run_1/pdn.png
Pins as bars on the die edge.
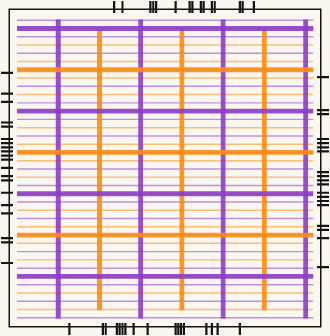
run_1/cell_classes.png
Bar = 20 um.
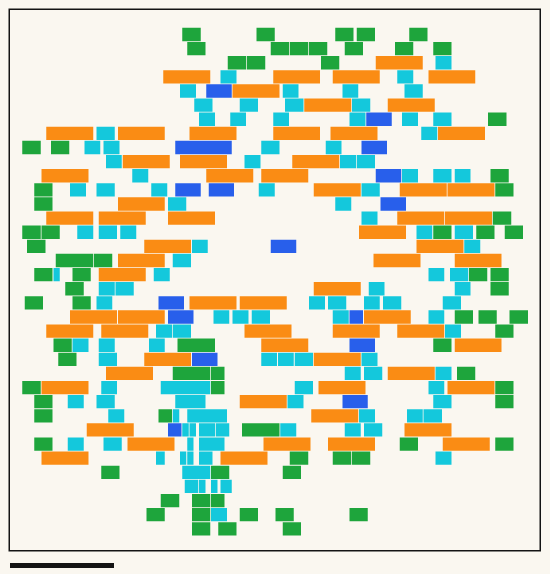
run_1/clock_map.png
Bar = 20 um.
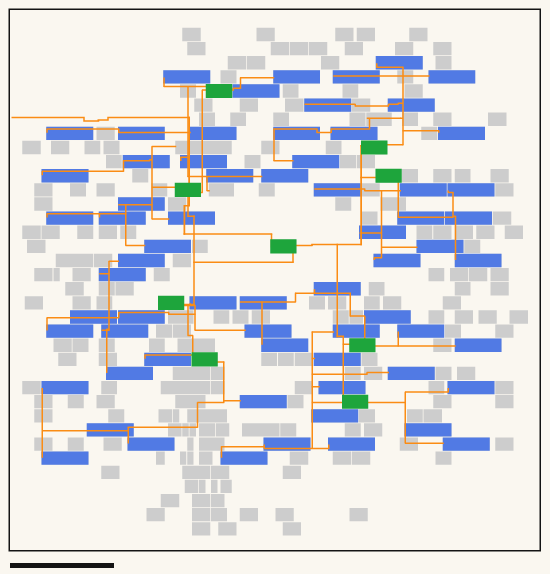
run_1/metal_stack.png
Two of the layers only.
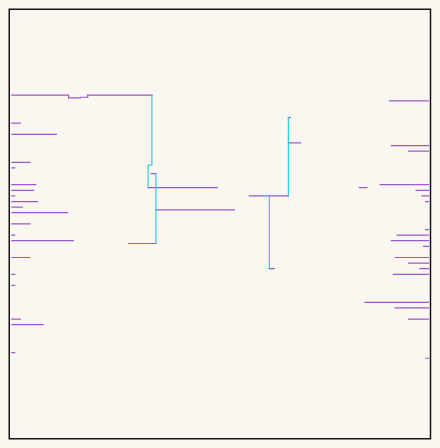
===== src/rtl/pipe_skid_reg_pkg.sv =====
// Shared definitions for the elastic pipeline stage register.
package pipe_skid_reg_pkg;

  // 2'b11 is not a legal encoding; the control FSM recovers it to StEmpty.
  typedef enum logic [1:0] {
    StEmpty = 2'b00,
    StBusy  = 2'b01,
    StFull  = 2'b10
  } psr_state_e;

endpackage


===== src/rtl/pipe_skid_reg_if.sv =====
// Valid/ready handshake bundle carrying one stage payload.
interface pipe_skid_reg_if #(
  parameter int unsigned WIDTH = 32
);

  logic             valid;
  logic             ready;
  logic [WIDTH-1:0] data;

  modport master (output valid, output data, input ready);
  modport slave  (input valid, input data, output ready);

endinterface


===== src/rtl/pipe_skid_reg_flopenr.sv =====
// Enabled register with asynchronous active-high reset to a parameterised value.
module pipe_skid_reg_flopenr #(
  parameter int unsigned     WIDTH       = 32,
  parameter logic [WIDTH-1:0] RESET_VALUE = '0
) (
  input  logic             clk,
  input  logic             reset,
  input  logic             en,
  input  logic [WIDTH-1:0] d,
  output logic [WIDTH-1:0] q
);

  always_ff @(posedge clk or posedge reset) begin
    if (reset) begin
      q <= RESET_VALUE;
    end else if (en) begin
      q <= d;
    end
  end

endmodule


===== src/rtl/pipe_skid_reg.sv =====
// Elastic pipeline stage: main register plus one skid entry, registered ready/valid,
// synchronous flush that empties the stage.
module pipe_skid_reg
  import pipe_skid_reg_pkg::*;
#(
  parameter int unsigned      WIDTH       = 32,
  parameter logic [WIDTH-1:0] RESET_VALUE = '0
) (
  input  logic          clk,
  input  logic          reset,
  input  logic          i_flush,
  pipe_skid_reg_if.slave  up,
  pipe_skid_reg_if.master dn
);

  psr_state_e       state_q, state_d;
  logic             main_en, skid_en;
  logic [WIDTH-1:0] main_d, skid_d, main_q, skid_q;
  logic             in_fire, out_fire;

  // Both handshake outputs decode straight from the state flop.
  assign up.ready = (state_q != StFull);
  assign dn.valid = (state_q != StEmpty);
  assign dn.data  = main_q;

  assign in_fire  = up.valid & up.ready;
  assign out_fire = dn.valid & dn.ready;

  always_comb begin
    state_d = state_q;
    main_en = 1'b0;
    skid_en = 1'b0;
    main_d  = up.data;
    skid_d  = up.data;
    if (i_flush) begin
      state_d = StEmpty;
      main_en = 1'b1;
      skid_en = 1'b1;
      main_d  = RESET_VALUE;
      skid_d  = RESET_VALUE;
    end else begin
      case (state_q)
        StEmpty: begin
          if (in_fire) begin
            state_d = StBusy;
            main_en = 1'b1;
          end
        end
        StBusy: begin
          if (in_fire && out_fire) begin
            main_en = 1'b1;
          end else if (in_fire) begin
            state_d = StFull;
            skid_en = 1'b1;
          end else if (out_fire) begin
            state_d = StEmpty;
          end
        end
        StFull: begin
          if (out_fire) begin
            state_d = StBusy;
            main_en = 1'b1;
            main_d  = skid_q;
          end
        end
        default: state_d = StEmpty;
      endcase
    end
  end

  always_ff @(posedge clk or posedge reset) begin
    if (reset) begin
      state_q <= StEmpty;
    end else begin
      state_q <= state_d;
    end
  end

  pipe_skid_reg_flopenr #(
    .WIDTH       (WIDTH),
    .RESET_VALUE (RESET_VALUE)
  ) u_main (
    .clk   (clk),
    .reset (reset),
    .en    (main_en),
    .d     (main_d),
    .q     (main_q)
  );

  pipe_skid_reg_flopenr #(
    .WIDTH       (WIDTH),
    .RESET_VALUE (RESET_VALUE)
  ) u_skid (
    .clk   (clk),
    .reset (reset),
    .en    (skid_en),
    .d     (skid_d),
    .q     (skid_q)
  );

endmodule


===== src/flat_wrapper.sv =====
// flat-port wrapper written by rule: the top's interface ports become plain ports
module pipe_skid_reg_flat import pipe_skid_reg_pkg::*;
#(
  parameter int unsigned      WIDTH       = 32,
  parameter logic [WIDTH-1:0] RESET_VALUE = '0
)
  (clk, reset, i_flush, up_valid, up_data, up_ready, dn_valid, dn_data, dn_ready);
  pipe_skid_reg_if #(.WIDTH(WIDTH)) up_i ();
  pipe_skid_reg_if #(.WIDTH(WIDTH)) dn_i ();
  input  logic clk;
  input  logic reset;
  input  logic i_flush;
  input wire logic [$bits(up_i.valid)-1:0] up_valid;
  input wire logic [$bits(up_i.data)-1:0] up_data;
  output wire logic [$bits(up_i.ready)-1:0] up_ready;
  output wire logic [$bits(dn_i.valid)-1:0] dn_valid;
  output wire logic [$bits(dn_i.data)-1:0] dn_data;
  input wire logic [$bits(dn_i.ready)-1:0] dn_ready;
  assign up_i.valid = up_valid;
  assign up_i.data = up_data;
  assign up_ready = up_i.ready;
  assign dn_valid = dn_i.valid;
  assign dn_data = dn_i.data;
  assign dn_i.ready = dn_ready;
  pipe_skid_reg #(.WIDTH(WIDTH), .RESET_VALUE(RESET_VALUE)) u_core (.clk(clk), .reset(reset), .i_flush(i_flush), .up(up_i), .dn(dn_i));
endmodule

===== config.mk =====
export PLATFORM = sky130hd
export DESIGN_NAME = pipe_skid_reg_flat
export DESIGN_NICKNAME = d
export VERILOG_FILES = /design/src/rtl/pipe_skid_reg_pkg.sv /design/src/rtl/pipe_skid_reg_if.sv /design/src/rtl/pipe_skid_reg_flopenr.sv /design/src/rtl/pipe_skid_reg.sv /design/src/flat_wrapper.sv
export SDC_FILE = /design/constraint.sdc
export NUM_CORES = 1
export LEC_CHECK = 0
export CAP_MARGIN = 25
export CORE_AREA = 2 2 100 102
export DETAILED_ROUTE_END_ITERATION = 7
export DIE_AREA = 0 0 102 104
export PLACE_DENSITY = 0.54
export SLEW_MARGIN = 0
export SYNTH_ARGS = -nofsm -noshare
export SYNTH_HDL_FRONTEND = slang
export SYNTH_SLANG_ARGS = --single-unit

===== constraint.sdc =====
create_clock -name clk -period 2.5 [get_ports clk]
set_clock_uncertainty 0.2 [all_clocks]
set_input_delay 0.25 -clock clk [delete_from_list [all_inputs] [get_ports clk]]
set_output_delay 0.25 -clock clk [all_outputs]
set_load 0.05 [all_outputs]

==> impl_metrics.py, run 1 <==
# Metrics from the implementation run
metrics = {
    "floorplan": {
        "top_level_ports": 71,
        "die-width_um": 102,
        "die_area_um2": 10600,
        "die_h_um": 104,
        "fp_util_pct": 29.3,
        "tap_cells": 133,
        "rows": 36,
    },
    "final_timing": {
        "tightest_slew_ps": 1010,
        "holdWs_ps": 102,
        "rsz0062_at_grt": "false",
        "final_hold_viol_count": 0,
        "relSlewSlack_pct": 32.5,
        "slew_violations": 0,
        "fin_ws_ps": 165,
        "setup_tns_ps": 0,
        "period_needed_ps": 2340,
        "timing.fmax_mhz": 428,
    },
    "yosys": {
        "top_cell": "dfrtp_1",
        "topCellsByArea": "dfrtp_1 (59%), mux2i_1 (11%), a22o_1 (10%), o2bb2ai_1 (10%), buf_2 (2.3%)",
        "xor_share_pct": 0,
        "synthCells": 200,
        "ys_area_um2": 2800,
        "logic_family": "AND-OR/OR-AND gates",
        "ff_type": "dfrtp_1",
        "synth_top_area_share_pct": 59.0,
        "ys_cells": 200,
        "yosysUniqueCellTypes": 22,
        "synth_area_per_cell_um2": 14.0,
        "synth_flops": 66,
        "fp_nets": 237,
        "edf_count": 0,
        "yosysSeqAreaShare_pct": 59.0,
        "synthArstFlopShare_pct": 100,
        "synthTopCellsByCount": "dfrtp_1 (66), a22o_1 (32), mux2i_1 (32), o2bb2ai_1 (32), buf_2 (13)",
        "yosysTopAreaCell": "dfrtp_1",
    },
    "global_routing": {
        "met2_usage_pct": 21.7,
        "antenna_found_initial": 0,
        "grt_pass1_wl_um": 11400,
        "grt_util_met3_pct": 3.29,
        "groute.layer.met1.usage_pct": 18.9,
        "grt_pass1_vias": 2103,
        "grt_max_degree": 67,
    },
    "final_layout": {
        "n_clock_buffer": 13,
        "buffers_excl_clock": 78,
        "drive_gt1_share_pct": 11.6,
        "comb_area_share_pct": 26.7,
        "area_growth_pct": 39.8,
        "flops": 66,
        "biggestCellCategory": "flip-flops and latches",
        "final-clk-cell-share_pct": 5.73,
        "seq_area_um2": 1650,
        "nonClkBufAreaFrac_pct": 20.7,
        "antenna_cells": 0,
        "final_util_pct": 41.0,
        "logic_area_um2": 1040,
        "nMultiInputCombCells": 113,
        "most-common-layout-cells": "clkdlybuf4s50_1 (70), dfrtp_1 (66), a22o_1 (32), mux2i_1 (32), o2bb2ai_1 (32)",
        "n_all_inverters": 4,
        "seq_share_pct": 42.2,
        "nets": 309,
        "final_cells": 410,
        "reg_top3": "u_core.u_main.q: 32 flops, u_core.u_skid.q: 32 flops, u_core.state_q: 2 flops",
    },
    "flow_run": {
        "maxCapViolCount": 0,
        "tool_warnings": 26,
    },
    "critical_path": {
        "r2r_setup_slack_ps": 500,
        "cp.required_ps": 2050,
        "crit_chain": "inv_1 -> nand2_1 -> clkdlybuf4s50_1",
        "crit_buf_inv": 2,
        "worstSetupStartpoint": "u_core.state_q[0]$_DFFE_PP0P_",
        "critical_path_class": "register to primary output",
        "crit_slowest_cell": "clkdlybuf4s50_1",
        "max_stage_delay_ps": 800,
        "cp-endpoint": "up_ready",
        "crit_fanout": 8,
        "r2r_cells": 3,
        "path_delay_family": "buffers and inverters",
        "rr_endpoint": "u_core.u_skid.q[14]$_DFFE_PP0P_",
    },
    "clock_network": {
        "cts_tree": "yes",
        "cts_sinks": 66,
        "cts_buffer_depth": 2,
        "clkTransAtPathRegs_ps": 70,
        "clk_latency_ps": 330,
        "htree_levels": 3,
        "cts_resized": 0,
        "numCtsBuffers": 9,
        "hold_buffers": 0,
    },
    "min_path": {
        "hp-class": "primary input to asynchronous set/reset pin",
    },
    "status": {
        "outcome": "completed",
    },
    "placement": {
        "dp_hpwl_um": 4060,
        "postPlaceCellArea_um2": 3690,
        "portBuffers": 70,
        "dp.cells": 394,
        "pre_cts_slack_ps": 210,
        "place_congestion": 0.707,
    },
    "pwr": {
        "p_switching_mw": 0.768,
        "power_mw": 2.66,
        "combPwrFrac_pct": 19.3,
        "ir_drop_v": 0.000234,
        "p_clk_mw": 0.985,
        "switching_share_pct": 28.8,
        "p_leak_nw": 1.88,
        "power-top-group": "sequential cells",
        "powerComb_mw": 0.513,
        "p_clk_share_pct": 37.0,
    },
    "drt": {
        "drt-met1-wl_um": 3340,
        "drt_iter0_drc": 65,
        "routedWlPerCell_um": 16.9,
        "dr.pass1.iters": 4,
        "drt-total-wl_um": 6950,
        "avgViaCountPerCell": 4.75,
        "drc": 0,
        "met3_length_um": 293,
        "antenna_left": 0,
        "routed.top_layer": "met4",
        "num_vias": 1949,
    },
}
-- pdn.png (at the start) --
legend:
  VDD:
    colour: orange
  VSS:
    colour: purple
met5 straps: 7
met4 straps: 7

-- cell_classes.png (at the start) --
legend:
  other buffers and delay cells:
    colour: green
    cells: 78
    share_of_their_area: 22%
  flip-flops:
    colour: orange
    cells: 66
    share_of_their_area: 44%
  clock drivers and dummy loads:
    colour: blue
    cells: 16
    share_of_their_area: 6.0%
  all other logic:
    colour: cyan
    cells: 117
    share_of_their_area: 28%

-- clock_map.png (at the start) --
legend:
  cells driving clock nets:
    colour: green
    count: 9
  flip-flops:
    colour: blue
    count: 66
  clock wires:
    colour: orange
    length: 936 um
routed clock nets: 10

-- metal_stack.png (at the start) --
legend:
  met4:
    colour: cyan
    wire_length: 77.1 um
  met3:
    colour: purple
    wire_length: 294 um

==> run 2, diff against run 1 <==
Clock period 2.5 ns to 2.9 ns, I/O delays scaled along.
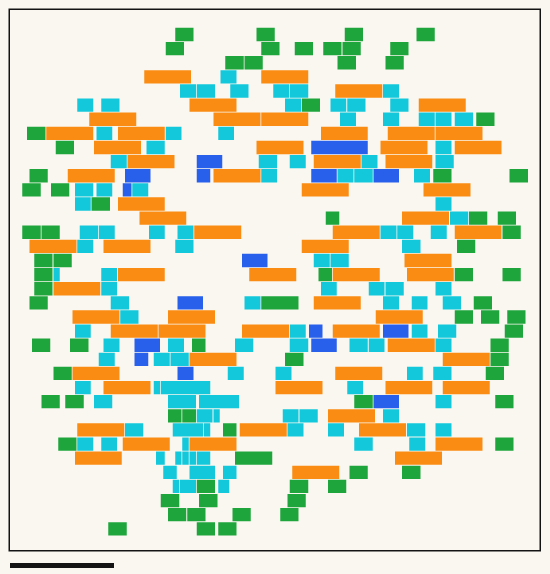
run_2/cell_classes.png
Bar = 20 um.
legend:
  all other logic:
    colour: cyan
    cells: 117
    share_of_their_area: 29%
  clock drivers and dummy loads:
    colour: blue
    cells: 16
    share_of_their_area: 5.5%
  other buffers and delay cells:
    colour: green
    cells: 78
    share_of_their_area: 21%
  flip-flops:
    colour: orange
    cells: 66
    share_of_their_area: 45%

==> run 2 against run 1 <==
Flip-flop count unchanged. Highest routed layer unchanged. Critical endpoint unchanged. Non-clock buffer count did not move. Routed wire length rose by 1.7%. Largest cell class unchanged.
==> impl_metrics.py, run 2 <==
# Metrics from the implementation run
metrics = {
    "status": {
        "outcome": "completed",
    },
    "final_layout": {
        "logic_area_um2": 1040,
        "final-clk-cell-share_pct": 5.28,
        "final_cells": 410,
        "n_clock_buffer": 10,
        "nets": 309,
        "layout.cells.most_common": "clkdlybuf4s50_1",
        "final_area_um2": 3870,
        "drive_gt1_share_pct": 11.6,
        "seq_area_um2": 1650,
        "antenna_cells": 0,
        "buffers_excl_clock": 78,
        "n_all_inverters": 4,
        "seq_share_pct": 42.7,
        "area_growth_pct": 38.2,
        "flops": 66,
        "final_util_pct": 40.5,
        "biggestCellCategory": "flip-flops and latches",
        "nMultiInputCombCells": 113,
        "most-common-layout-cells": "clkdlybuf4s50_1 (70), dfrtp_1 (66), a22o_1 (32), mux2i_1 (32), o2bb2ai_1 (32)",
        "fillCellCount": 924,
        "nonClkBufAreaFrac_pct": 20.3,
        "reg_top3": "u_core.u_main.q: 32 flops, u_core.u_skid.q: 32 flops, u_core.state_q: 2 flops",
        "comb_area_share_pct": 27.0,
    },
    "critical_path": {
        "cp.required_ps": 2410,
        "worstSetupStartpoint": "u_core.state_q[0]$_DFFE_PP0P_",
        "cp-endpoint": "up_ready",
        "crit_chain": "inv_1 -> nand2_1 -> clkdlybuf4s50_1",
        "r2r_setup_slack_ps": 970,
        "max_stage_delay_ps": 800,
        "crit_fanout": 8,
        "cp-end-kind": "primary output",
        "crit_buf_inv": 2,
        "rr_endpoint": "u_core.u_main.q[6]$_DFFE_PP0P_",
        "critical_path_class": "register to primary output",
        "critPathLaunchType": "register",
        "r2r_cells": 4,
        "crit_slowest_cell": "clkdlybuf4s50_1",
        "path_delay_family": "buffers and inverters",
    },
    "pwr": {
        "power_mw": 2.23,
        "combPwrFrac_pct": 19.5,
        "switching_share_pct": 30.3,
        "p_clk_share_pct": 35.5,
        "ir_drop_v": 0.000218,
        "p_leak_nw": 1.86,
        "powerSeq_mw": 1.01,
        "power-top-group": "sequential cells",
        "p_clk_mw": 0.793,
        "powerComb_mw": 0.436,
        "internal-power_mw": 1.56,
        "p_switching_mw": 0.677,
    },
    "yosys": {
        "xor_share_pct": 0,
        "top_cell": "dfrtp_1",
        "synth_flops": 66,
        "ys_cells": 200,
        "synth_top_area_share_pct": 59.0,
        "synthArstFlopShare_pct": 100,
        "edf_count": 0,
        "yosysTopAreaCell": "dfrtp_1",
        "logic_family": "AND-OR/OR-AND gates",
        "topCellsByArea": "dfrtp_1 (59%), mux2i_1 (11%), a22o_1 (10%), o2bb2ai_1 (10%), buf_2 (2.3%)",
        "yosysSeqAreaShare_pct": 59.0,
        "ys_sh_adder_pct": 0,
        "synthSimpleGateAreaFrac_pct": 2.28,
        "ys_area_um2": 2800,
        "aoi_share_pct": 22.5,
        "yosysUniqueCellTypes": 22,
        "synthesis.area_um2": 2800,
        "synth_area_per_cell_um2": 14.0,
        "synthCells": 200,
        "ff_type": "dfrtp_1",
        "fp_nets": 237,
        "synthTopCellsByCount": "dfrtp_1 (66), a22o_1 (32), mux2i_1 (32), o2bb2ai_1 (32), buf_2 (13)",
        "yosysWarnings": 0,
    },
    "drt": {
        "routed.top_layer": "met4",
        "avgViaCountPerCell": 4.89,
        "antenna_left": 0,
        "num_vias": 2004,
        "drt-total-wl_um": 7060,
        "met3_length_um": 406,
        "routedWlPerCell_um": 17.2,
        "drt-met1-wl_um": 3360,
        "dr.pass1.iters": 4,
        "drc": 0,
        "wl_met2_um": 3210,
        "drt_iter0_drc": 87,
    },
    "final_timing": {
        "finalClockPeriodUsage_pct": 82.6,
        "holdWs_ps": 84.9,
        "fin_ws_ps": 504,
        "tightest_slew_ps": 520,
        "slew_violations": 0,
        "relSlewSlack_pct": 65.2,
        "setup_viol": 0,
        "rsz0062_at_grt": "false",
        "period_needed_ps": 2400,
        "setup_tns_ps": 0,
        "final_hold_viol_count": 0,
        "timing.fmax_mhz": 417,
    },
    "floorplan": {
        "rows": 36,
        "die_h_um": 104,
        "tap_cells": 133,
        "fp_util_pct": 29.3,
        "die-width_um": 102,
        "die_area_um2": 10600,
        "core_um2": 9550,
        "top_level_ports": 71,
    },
    "global_routing": {
        "grt_pass1_wl_um": 11700,
        "grt.busiest_layer": "met2",
        "overflow": 0,
        "groute.layer.met1.usage_pct": 18.9,
        "antenna_found_initial": 0,
        "grt_pass1_vias": 2164,
        "met2_usage_pct": 22.2,
        "grt_util_met3_pct": 4.84,
        "grt_max_degree": 33,
    },
    "clock_network": {
        "clk_latency_ps": 340,
        "hold_buffers": 0,
        "numCtsBuffers": 9,
        "cts_buffer_depth": 2,
        "cts_resized": 0,
        "cts-root-buf": "clkbuf_8",
        "clkTransAtPathRegs_ps": 80,
        "htree_levels": 3,
        "cts_sinks": 66,
        "cts_tree": "yes",
    },
    "placement": {
        "place_congestion": 0.723,
        "postPlaceCellArea_um2": 3660,
        "portBuffers": 70,
        "pre_cts_slack_ps": 569,
        "dp_hpwl_um": 4400,
        "dp.cells": 394,
    },
    "min_path": {
        "hp-class": "primary input to asynchronous set/reset pin",
    },
    "flow_run": {
        "maxCapViolCount": 0,
        "tool_warnings": 26,
    },
}
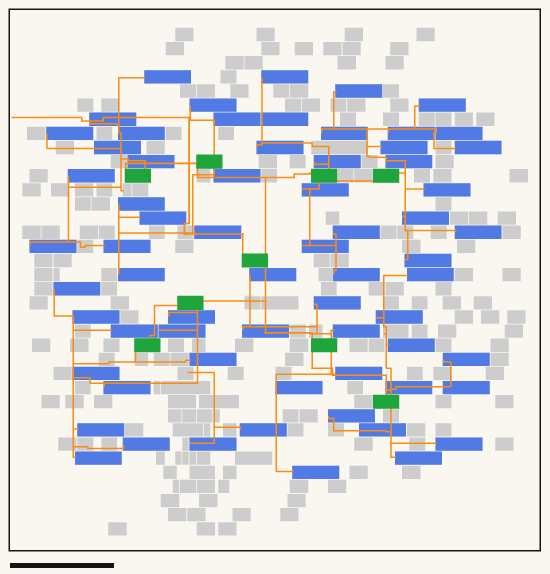
run_2/clock_map.png
Bar = 20 um.
legend:
  clock wires:
    colour: orange
    length: 899 um
  cells driving clock nets:
    colour: green
    count: 9
  flip-flops:
    colour: blue
    count: 66
routed clock nets: 10

==> run 3, diff against run 2 <==
Settings changed: PLACE_DENSITY 0.54 to 0.56.
Clock period 2.9 ns to 1.9 ns, I/O delays scaled along.
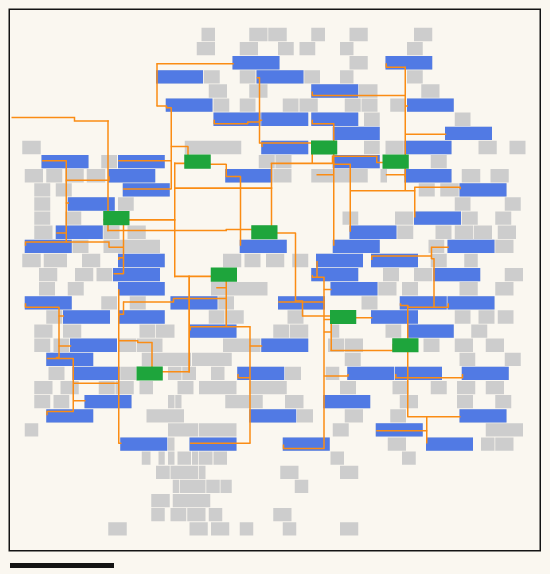
run_3/clock_map.png
Bar = 20 um.
legend:
  clock wires:
    colour: orange
    length: 936 um
  cells driving clock nets:
    colour: green
    count: 9
  flip-flops:
    colour: blue
    count: 66
routed clock nets: 10

==> run 3 against run 2 <==
Non-clock buffer count rose by 5. Total power rose by 69%. Highest routed layer unchanged. First-iteration DRC count shrank 5.7%. Die size unchanged. Via count fell by 2.6%. Sequential power increased by 51%. Clock power grew 100%.
==> impl_metrics.py, run 3 <==
# Metrics from the implementation run
metrics = {
    "status": {
        "outcome": "completed",
    },
    "critical_path": {
        "crit_chain": "mux2_4 -> a221oi_4 -> buf_4 -> o2bb2ai_1",
        "path_delay_family": "flip-flops",
        "worstSetupStartpoint": "u_core.state_q[1]$_DFFE_PP0P_",
        "max_stage_delay_ps": 480,
        "crit_fanout": 9,
        "critical_path_class": "register to register",
        "rr_endpoint": "u_core.u_main.q[31]$_DFFE_PP0P_",
        "cp.required_ps": 1960,
        "critPathLaunchType": "register",
        "cp-end-kind": "register",
        "r2r_cells": 4,
        "r2r_setup_slack_ps": 120,
        "crit_buf_inv": 1,
    },
    "global_routing": {
        "antenna_found_initial": 0,
        "grt.busiest_layer": "met2",
        "grt_pass1_vias": 2106,
        "grt_util_met3_pct": 4.57,
        "overflow": 0,
        "met2_usage_pct": 21.6,
        "grt_max_degree": 67,
    },
    "placement": {
        "place_congestion": 0.762,
        "postPlaceCellArea_um2": 3740,
        "portBuffers": 70,
        "dp_hpwl_um": 4190,
    },
    "clock_network": {
        "htree_levels": 3,
        "cts_buffer_depth": 2,
        "cts-root-buf": "clkbuf_8",
        "clkTransAtPathRegs_ps": 80,
        "cts_tree": "yes",
        "cts_resized": 18,
        "hold_buffers": 0,
        "cts_sinks": 66,
    },
    "yosys": {
        "xor_share_pct": 0,
        "ff_type": "dfrtp_1",
        "yosysSeqAreaShare_pct": 59.0,
        "ys_cells": 200,
        "topCellsByArea": "dfrtp_1 (59%), mux2i_1 (11%), a22o_1 (10%), o2bb2ai_1 (10%), buf_2 (2.3%)",
        "synthesis.area_um2": 2800,
        "ys_area_um2": 2800,
        "aoi_share_pct": 22.5,
        "synthCells": 200,
        "synth_top_area_share_pct": 59.0,
        "edf_count": 0,
        "synthTopCellsByCount": "dfrtp_1 (66), a22o_1 (32), mux2i_1 (32), o2bb2ai_1 (32), buf_2 (13)",
    },
    "drt": {
        "avgViaCountPerCell": 4.70,
        "drt-total-wl_um": 6790,
        "routed.top_layer": "met4",
        "wl_met2_um": 3230,
        "antenna_left": 0,
    },
    "floorplan": {
        "die_area_um2": 10600,
        "top_level_ports": 71,
    },
    "final_layout": {
        "fillCellCount": 930,
        "nonClkBufAreaFrac_pct": 21.1,
        "most-common-layout-cells": "dfrtp_1 (66), clkdlybuf4s50_1 (36), a22o_1 (32), mux2i_1 (32), o2bb2ai_1 (32)",
        "n_clock_buffer": 11,
        "seq_area_um2": 1650,
        "nets": 314,
        "n_all_inverters": 4,
        "buffers_excl_clock": 83,
        "layout.cells.most_common": "dfrtp_1",
        "seq_share_pct": 41.4,
        "flops": 66,
    },
    "pwr": {
        "p_switching_mw": 1.01,
        "p_leak_nw": 2.05,
        "powerSeq_mw": 1.53,
        "internal-power_mw": 2.77,
        "p_clk_share_pct": 42.1,
    },
    "flow_run": {
        "tool_warnings": 26,
        "maxCapViolCount": 0,
    },
    "final_timing": {
        "relSlewSlack_pct": 66.5,
        "tightest_slew_ps": 502,
        "slew_violations": 0,
        "holdWs_ps": 74.7,
        "final_hold_viol_count": 0,
    },
}
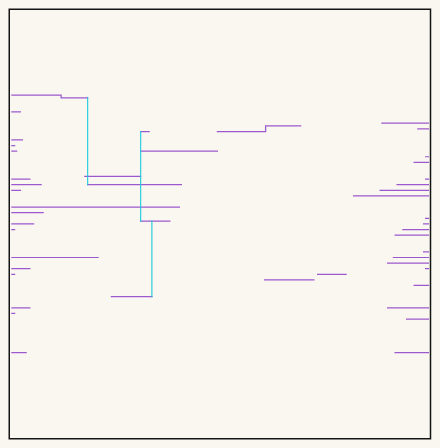
run_3/metal_stack.png
Two of the layers only.
legend:
  met4:
    colour: cyan
    wire_length: 61.2 um
  met3:
    colour: purple
    wire_length: 362 um

Power figures rest on the tool's default switching activity, not on a simulated workload.
